==> run_1/cell_density.png <==
Drawn at 8 px/µm. The die is cut into 9 by 9 equal tiles; dark blue is low, red is high, 0 to 100% covered.
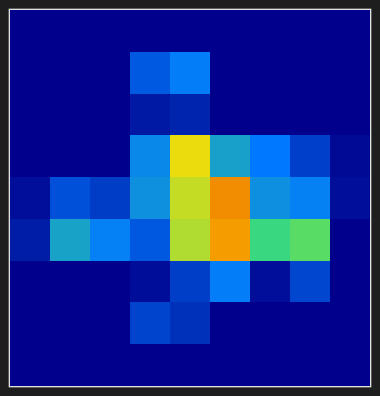
==> run_1/layer_met1.png <==
Drawn at 12 px/µm. Supply wires on this layer in gray. Cells faint in the background.
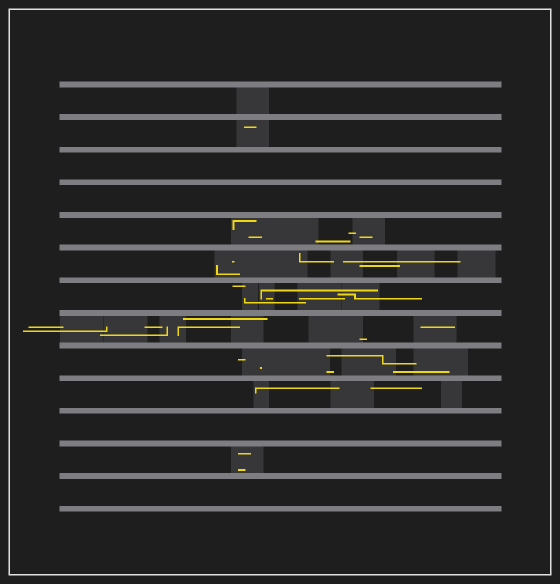
==> run_1/io_fan.png <==
Drawn at 8 px/µm.
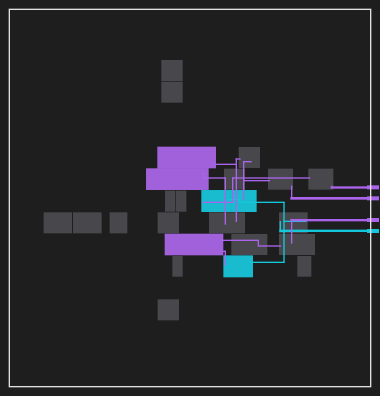
**config.mk**
```make
export PLATFORM = sky130hd
export DESIGN_NAME = equiv_vec_gen
export DESIGN_NICKNAME = d
export VERILOG_FILES = /design/src/rtl/equiv_vec_gen.sv
export SDC_FILE = /design/constraint.sdc
export NUM_CORES = 1
export LEC_CHECK = 0
export ABC_AREA = 0
export CAP_MARGIN = 10
export CORE_AREA = 4 4 41 43
export CTS_BUF_LIST = sky130_fd_sc_hd__clkbuf_2 sky130_fd_sc_hd__clkbuf_4 sky130_fd_sc_hd__clkbuf_8
export DETAILED_ROUTE_END_ITERATION = 10
export DIE_AREA = 0 0 45 47
export PLACE_DENSITY = 0.37
export SYNTH_ARGS = -nofsm -noshare
export SYNTH_HDL_FRONTEND = slang
export SYNTH_SLANG_ARGS = --single-unit
```
**constraint.sdc**
```tcl
create_clock -name clk -period 1.48 [get_ports clk]
set_clock_uncertainty 0.1 [all_clocks]
set_input_delay 0.296 -clock clk [delete_from_list [all_inputs] [get_ports clk]]
set_output_delay 0.296 -clock clk [all_outputs]
set_load 0.005 [all_outputs]
```
**src/rtl/equiv_vec_gen.sv**
```systemverilog
// rtl/equiv_vec_gen.sv - stimulus vector counter for the equivalence sweep
//
// Ports:
//   clk, rst_n : clock, synchronous active-low reset.
//   clr        : return the vector to zero (start of a sweep).
//   inc        : advance to the next vector.
//   vec        : current vector.
//   last       : vec is all-ones (final vector of the sweep).
module equiv_vec_gen #(
  parameter int IN_W = 3
) (
  input  logic            clk,
  input  logic            rst_n,
  input  logic            clr,
  input  logic            inc,
  output logic [IN_W-1:0] vec,
  output logic            last
);

  always_ff @(posedge clk) begin
    if (!rst_n || clr) begin
      vec <= '0;
    end else if (inc) begin
      vec <= vec + IN_W'(1);
    end
  end

  assign last = &vec;

endmodule

```
==> notes.md, run 1 <==
The share of post-route cells with drive strength above 1 is 32.0%. The tools report the H-tree depth as 1. The overall power was 0.272 mW. With the remaining design rule violation count at 0, the cell internal power dissipation is 0.218 mW.

The total cells reported by yosys after synthesis came out at 12. The core region is 0.00130 mm². In this run the clock root is driven by a sky130_fd_sc_hd__clkbuf_4. Synthesis handed over a netlist of 12 instances.

The final standard cell utilization of the core was 20.1%; the ratio of routed vias to standard cells was 3.20. The highest-delay cell along the critical path was sky130_fd_sc_hd__dfxtp_1. In this run the deepest clock path goes through 2 buffers.

Via count of the first global-routing pass: 132. In the setup report, the worst path falls into the class reg2out. In this run, synthesis inferred 0 flip-flops with an integrated enable. After clock tree synthesis, the flow added hold-fix buffers numbering 0. The final weighted congestion in routability-driven placement is 0.627. The pre-placement core utilization was 10.1%. The classification of the worst-slack hold path was reg2reg.

The final tally of max-slew violations was 0. Setup repair after global routing left no endpoint under its margin. For this run, the register share of the synthesized area comes to 45.7%.

The normalized max-slew margin is 88.3%, and the post-layout minimum cycle time is 1.41 ns. The number of buffers created by CTS is 3, and the power per unit of standard cell area is 1040 mW/mm². The total global routing overflow was 0. The buffers plus inverters on the worst setup path is 1. The run finished with clean final reports. The cell type group with the largest total delay on the critical path was adder cells. The worst-path maximum fanout is 2.
Notes on cell_density.png above:
58% of the tiles are nearly empty. 2.5% of the tiles are over 75% full. The mean over all tiles is 12%.

Notes on layer_met1.png above:
The layer holds 38% of the routed length. The wires run mostly horizontal. 23 nets have wire on it. The longest straight run is 9.70 µm.

Notes on io_fan.png above:
inc: shown in cyan, bits 1, direction input, end cells 3, buffers 1, wire 33.6 µm. vec: shown in purple, bits 3, direction output, end cells 3, buffers 5, wire 83.6 µm.

[run 1: repair_timing]
action	in CTS	in global routing
setup buffers	0	0
endpoints found under the setup margin	4	2
gates cloned	0	0
gates resized	5	2
[run 1: through the flow]
step / hold slack [ns] / setup TNS, ns / cell area [µm²]
3_3_place_gp: 0.416 / -0.0213 / 235
2_1_floorplan: 0.344 / 0 / 131
5_1_grt: 0.493 / 0 / 262
6_report: 0.414 / 0 / 262
3_5_place_dp: 0.421 / -0.0240 / 235
4_1_cts: 0.431 / -0.0553 / 264
[run 1: power groups by stage]
stage	Clock [mW]	Combinational (mW)	Sequential, mW
finish	0.165	0.0230	0.0843
CTS	0.174	0.0235	0.0844
global placement	0	0.0245	0.0854
global route	0.174	0.0257	0.0848
floorplan	0	0.00713	0.0863
detailed placement	0	0.0246	0.0856
[run 1: final timing paths]
check / from / to / cells past startpoint
max: vec[0] / last / 3
min: vec[2] / vec[2] / 2
max reg2reg: vec[0] / vec[2] / 4
min reg2reg: vec[2] / vec[2] / 2
[run 1: worst min-delay path, delay by kind of cell (launching register included)]
family	cells	cell delay [ns]
simple gates	1	0.07
flops	1	0.33
mux	1	0.07
[run 1: area by class of cell]
cell class / count / area (µm²)
fill: 156 / 1040
multi-input combinational: 9 / 71.3
clock buffer: 4 / 30.0
sequential: 3 / 61.3
timing repair buffer: 9 / 80.1
tap: 15 / 18.8
[run 1: cell usage in the layout (no fill, tap or decap)]
cell type,netlist,routed
sky130_fd_sc_hd__nand2b_1,1,1
sky130_fd_sc_hd__mux2i_1,2,2
sky130_fd_sc_hd__ha_1,2,2
sky130_fd_sc_hd__dlygate4sd2_1,0,2
sky130_fd_sc_hd__clkdlybuf4s50_1,0,3
sky130_fd_sc_hd__nor2_1,3,3
sky130_fd_sc_hd__clkbuf_4,0,4
sky130_fd_sc_hd__dlymetal6s2s_1,0,1
sky130_fd_sc_hd__clkbuf_2,0,1
sky130_fd_sc_hd__xnor2_1,1,1
sky130_fd_sc_hd__dfxtp_1,3,2
sky130_fd_sc_hd__dfxtp_2,0,1
sky130_fd_sc_hd__buf_4,0,2
[run 1: cell families (layout without fill, tap and decap cells)]
logic type / count (synthesis) / count (layout) / synth area share (%)
flops: 3 / 3 / 45.7
xor+xnor: 1 / 1 / 6.67
fa+ha+maj: 2 / 2 / 19.0
mux: 2 / 2 / 15.2
simple gates: 4 / 4 / 13.3
buf+inv: 0 / 13 / 0
[run 1: routing by layer]
layer / vias up / part of all wire (%) / GRT usage [%]
met4: 0 / 4.7 / 8.77
li1: 66 / - / -
met3: 2 / 20 / 2.68
met1: 50 / 38 / 3.64
met5: - / 0 / 0
met2: 10 / 36 / 4.24
==> inputs of run 2 (changes only) <==
CAP_MARGIN = 20   (was 10)
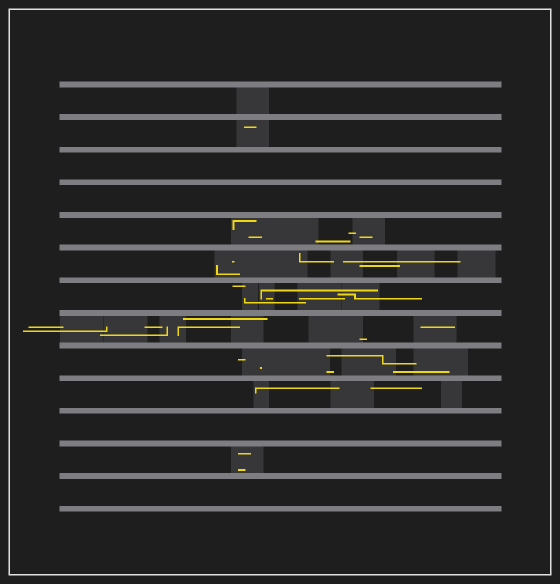
(run_2/layer_met1.png)
Drawn at 12 px/µm. Supply wires on this layer in gray. Cells faint in the background.
The wires run mostly horizontal. The longest straight run is 9.70 µm.

==> notes.md, run 2 <==
The number of hold violations in the final report is 0. The power per unit of standard cell area is 1040 mW/mm² (unchanged), and the core box area is 0.00130 mm² (unchanged). With the final tally of max-slew violations at 0 (unchanged), the normalized max-slew margin is 88.3% (unchanged). Classification of the worst-slack hold path: reg2reg.

The total cells reported by yosys after synthesis is 12 (unchanged), and the worst-path maximum fanout is 2 (unchanged). The kind of critical path was reg2out. Flip-flop count of the largest register, all copies and words added: 3.

The H-tree depth is 1 (unchanged). The total global routing overflow is 0 (unchanged). The pre-placement core utilization is 10.1% (unchanged), and the number of buffers created by CTS is 3 (unchanged). The library cells used most frequently in the layout, excluding fill and tap cells, are sky130_fd_sc_hd__clkbuf_4 (4), sky130_fd_sc_hd__nor2_1 (3), sky130_fd_sc_hd__clkdlybuf4s50_1 (3).

The number of filler cells placed in the layout came out at 156 (unchanged). By instance count after routing, the leading logic cell type is sky130_fd_sc_hd__clkbuf_4. The post-layout minimum cycle time works out to 1.41 ns (unchanged). Setup repair after global routing left no endpoint under its margin.

The logs give 45.7% (unchanged) for the share of synthesized area occupied by flip-flops and latches and 2 (unchanged) for the maximum buffer depth of the clock tree. The number of enable flip-flop cells is 0 (unchanged). The tree is rooted in a sky130_fd_sc_hd__clkbuf_4.

The via count of the first global-routing pass is 132 (unchanged). The overall power came out at 0.272 mW (unchanged). The run gives 0 (unchanged) as the remaining design rule violation count. Nets still carrying antenna violations after routing amount to 0. The final standard cell utilization of the core came out at 20.1% (unchanged). The synthesized instance count was 12 (unchanged); the final weighted congestion in routability-driven placement was 0.627 (unchanged). The share of post-route cells with drive strength above 1 came out at 32.0% (unchanged).

The final standard cell area without fillers is 262 µm² (unchanged), and the mean instance size in the synthesized netlist is 10.9 µm². The ratio of routed vias to standard cells was 3.20 (unchanged). The flow ran to the end, and the final reports show no timing, DRC or antenna violations. For the post-place instance area, the log shows 235 µm² (unchanged).
run 2: cell counts after synthesis:
No cell type changed its count.
run 2: final cells by class:
class / instances / share of cell area (%)
well taps: 15 / 7.18
repair buffers: 9 / 30.6
multi-input cells: 9 / 27.3
clock buffers: 4 / 11.5
flip-flops and latches: 3 / 23.4
run 2: final timing paths:
kind / end / cells after the start / startpoint
max reg2reg: vec[2] / 4 / vec[0]
min reg2reg: vec[2] / 2 / vec[2]
min: vec[2] / 2 / vec[2]
max: last / 3 / vec[0]
run 2: routing by layer:
metal	routed length [µm]	share of wire, %	up-vias	GRT usage, %
li1	-	-	66	-
met1	115	38	50	3.64
met2	109	36	10	4.24
met3	60	20	2	2.68
met4	14	4.7	0	8.77
met5	0	0	-	0
run 2: timing repair:
item / in CTS / in global routing
endpoints found under the setup margin: 4 / 2
hold buffers: 0 / 0
gates resized: 5 / 2
setup buffers: 0 / 0
run 2: cells by family (layout without fill, tap and decap cells):
logic type               after synthesis  in the layout  share of synthesized area, %
multiplexers                           2              2                          15.2
flip-flops                             3              3                          45.7
adder cells (fa/ha/maj)                2              2                          19.0
XOR/XNOR                               1              1                          6.67
AND/OR/NAND/NOR                        4              4                          13.3
buffers and inverters                  0             13                             0
run 2: stage by stage:
| stage | TNS [ns] | setup WS (ns) | hold slack [ns] |
|---|---|---|---|
| finish | 0 | 0.0728 | 0.414 |
| global placement | -0.0213 | -0.0213 | 0.416 |
| detailed placement | -0.0240 | -0.0240 | 0.421 |
| CTS | -0.0553 | -0.0383 | 0.431 |
| global route | 0 | 0.0173 | 0.493 |
| floorplan | 0 | 0.331 | 0.344 |
run 2: worst max-delay path, cell delays in order, from the launching register on:
cell and delay, ns:
sky130_fd_sc_hd__dfxtp_1 0.30, sky130_fd_sc_hd__ha_1 0.19, sky130_fd_sc_hd__ha_1 0.17, sky130_fd_sc_hd__clkbuf_2 0.11
run 2: power by group:
group,switching [mW],internal [mW],total [mW]
clock,0.0453,0.119,0.165
sequential,0.00102,0.0833,0.0843
combinational,0.00742,0.0156,0.0230
==> inputs of run 3 (changes only) <==
PLACE_DENSITY = 0.38   (was 0.37)
clock period = 1.2 ns   (was 1.48 ns; I/O delays follow)
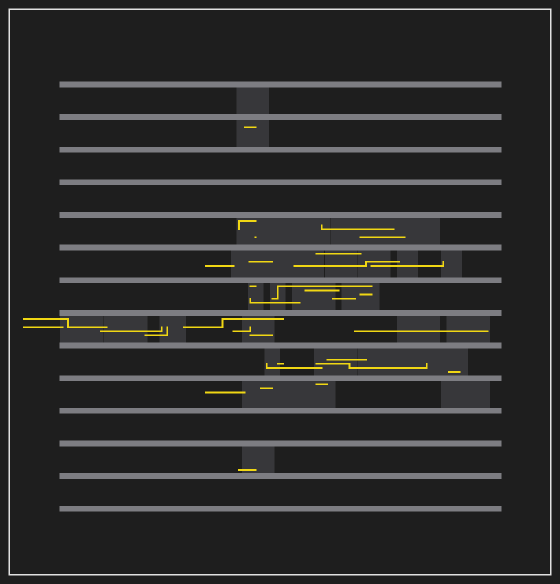
(run_3/layer_met1.png)
Drawn at 12 px/µm. Supply wires on this layer in gray. Cells faint in the background.
routed wire length: 308 µm
GR met1 Demand/Resource: 3.18%

==> notes.md, run 3 <==
The ratio of routed vias to standard cells came out at 3.23 (+0.78%). The run gives 0.338 mW (+24%) as the overall power. The total global routing overflow was 0 (unchanged). The part of the total power dissipated in the clock network came out at 60.4% (-0.2 points).

The number of hold violations in the final report was 0 (unchanged). Setup repair after global routing could not meet its margin everywhere. H-tree depth: 1 (unchanged). For the total cells reported by yosys after synthesis, the log shows 12 (unchanged).

The flip-flop count of the largest register, all copies and words added works out to 3 (unchanged). The buffers inserted during post-CTS setup optimization was 0 (unchanged). The run gives 0 (unchanged) as the residual antenna-violating net count after detailed routing.

The tools report the via count of the first global-routing pass as 135 (+2.3%). Fraction of power consumed by combinational cells: 8.5% (about the same). The mean instance size in the synthesized netlist is 10.9 µm² (unchanged).

The checks that failed: setup timing. Among all stages on the critical path, the largest delay is contributed by sky130_fd_sc_hd__dfxtp_2. The worst-path maximum fanout is 2 (unchanged).

The synthesized instance count was 12 (unchanged). The core box area is 0.00130 mm² (unchanged), and the final setup slack of the worst path is -0.106 ns (-0.178 ns). The flow ran to the end, but the final reports show violations. Depth of the most critical reg-to-reg path: 4 (unchanged). The tightest min-delay check is of the reg2reg type. The power per unit of standard cell area works out to 1190 mW/mm² (+14%). Traced cell by cell, the critical path runs through ha_4, ha_4, buf_6.

The cell internal power dissipation is 0.270 mW (+24%). The run gives 10.1% (unchanged) for the pre-placement core utilization. Remaining design rule violation count: 0 (unchanged). For the post-route met1 wirelength, the log shows 124 µm (+7.8%). The run gives 31.2% (+0.2 points) for the part of the total power dissipated in sequential elements. The run gives 1 for the final count of negative-setup-slack endpoints.

Counting stages on the worst path, the most repeated cell is sky130_fd_sc_hd__ha_4. The worst stage delay on the critical path is 0.32 ns (+0.02 ns), and the switching power summed over all nets is 0.0682 mW (+27%). Signal routing reaches up to met4. The routed length on met2 came out at 103 µm (-5.5%). The kind of critical path is reg2out. The share of synthesized area occupied by flip-flops and latches came out at 45.7% (unchanged). The tools report the normalized max-slew margin as 88.7% (+0.38 points).
-- run 3: cell counts after synthesis --
No cell type changed its count.
-- run 3: final timing paths --
kind	endpoint	slack (ns)	start
min	vec[2]	0.43	vec[2]
max	last	-0.11	vec[1]
min reg2reg	vec[2]	0.43	vec[2]
max reg2reg	vec[2]	0.14	vec[1]
-- run 3: power groups by stage --
stage	clock network [mW]	logic [mW]	registers, mW
final	0.204	0.0287	0.105
after global routing	0.218	0.0318	0.106
after detailed placement	0	0.0305	0.105
after global placement	0	0.0302	0.105
after CTS	0.214	0.0286	0.104
after floorplan	0	0.00879	0.106
-- run 3: area by class of cell --
type | instances | share of cell area (%)
Multi-Input combinational cell | 9 | 33.8
Clock buffer | 4 | 10.5
Timing Repair Buffer | 9 | 26.8
Sequential cell | 3 | 22.4
Tap cell | 15 | 6.58
-- run 3: layer usage --
layer / GRT usage (%) / up-vias
met4: 8.77 / 0
met5: 0 / -
met2: 4.24 / 10
met1: 3.18 / 52
met3: 3.07 / 2
li1: - / 65
-- run 3: kinds of logic (layout without fill, tap and decap cells) --
group,after synthesis,in the layout,synth area share (%)
simple gates,4,4,13.3
flops,3,3,45.7
fa+ha+maj,2,2,19.0
mux,2,2,15.2
xor+xnor,1,1,6.67
buf+inv,0,13,0
-- run 3: through the flow --
step | setup slack (ns) | utilization [%] | area (µm²) | TNS (ns) | hold slack [ns]
5_1_grt | -0.137 | 21.9 | 285 | -0.137 | 0.466
2_1_floorplan | 0.0510 | - | 131 | 0 | 0.288
3_3_place_gp | -0.242 | 18.1 | 235 | -0.495 | 0.415
6_report | -0.106 | 21.9 | 285 | -0.106 | 0.432
3_5_place_dp | -0.243 | 18.1 | 235 | -0.481 | 0.424
4_1_cts | -0.237 | 19.9 | 259 | -0.237 | 0.428
-- run 3: repair_timing --
item                       CTS  global route
pin swaps                    0             1
setup endpoints to repair    4             2
gates resized               14             8
-- run 3: worst max-delay path: cells and delay by family (launching register included) --
family | cells | cell delay, ns
buffers and inverters | 1 | 0.10
flip-flops | 1 | 0.32
adder cells (fa/ha/maj) | 2 | 0.30

==> notes/layouts.md <==
Pictures saved along the way, in no particular order.

Cells by drive strength.
Drawn at 8 px/µm.
panel A
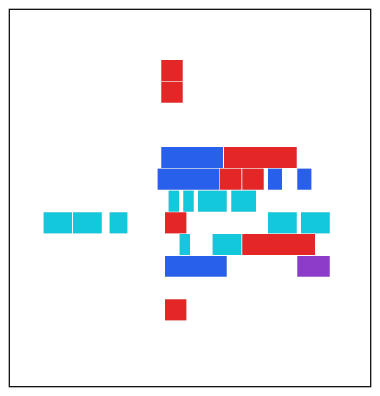
panel B
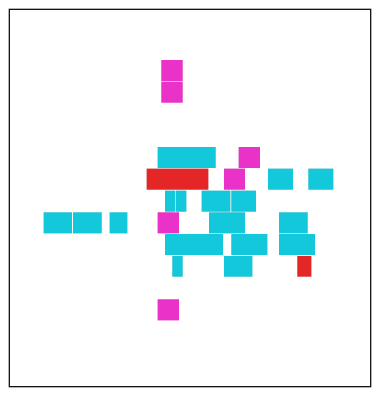
panel A: run 3
panel B: run 1

Key to panel A:
_6 and larger: shown in purple, cells 1, share 4.0%. _3 and _4 cells: shown in red, cells 8, share 32%. _0 and _1 cells: shown in cyan, cells 11, share 44%. _2 cells: shown in blue, cells 5, share 20%.

Power and IR drop assume default switching activity.
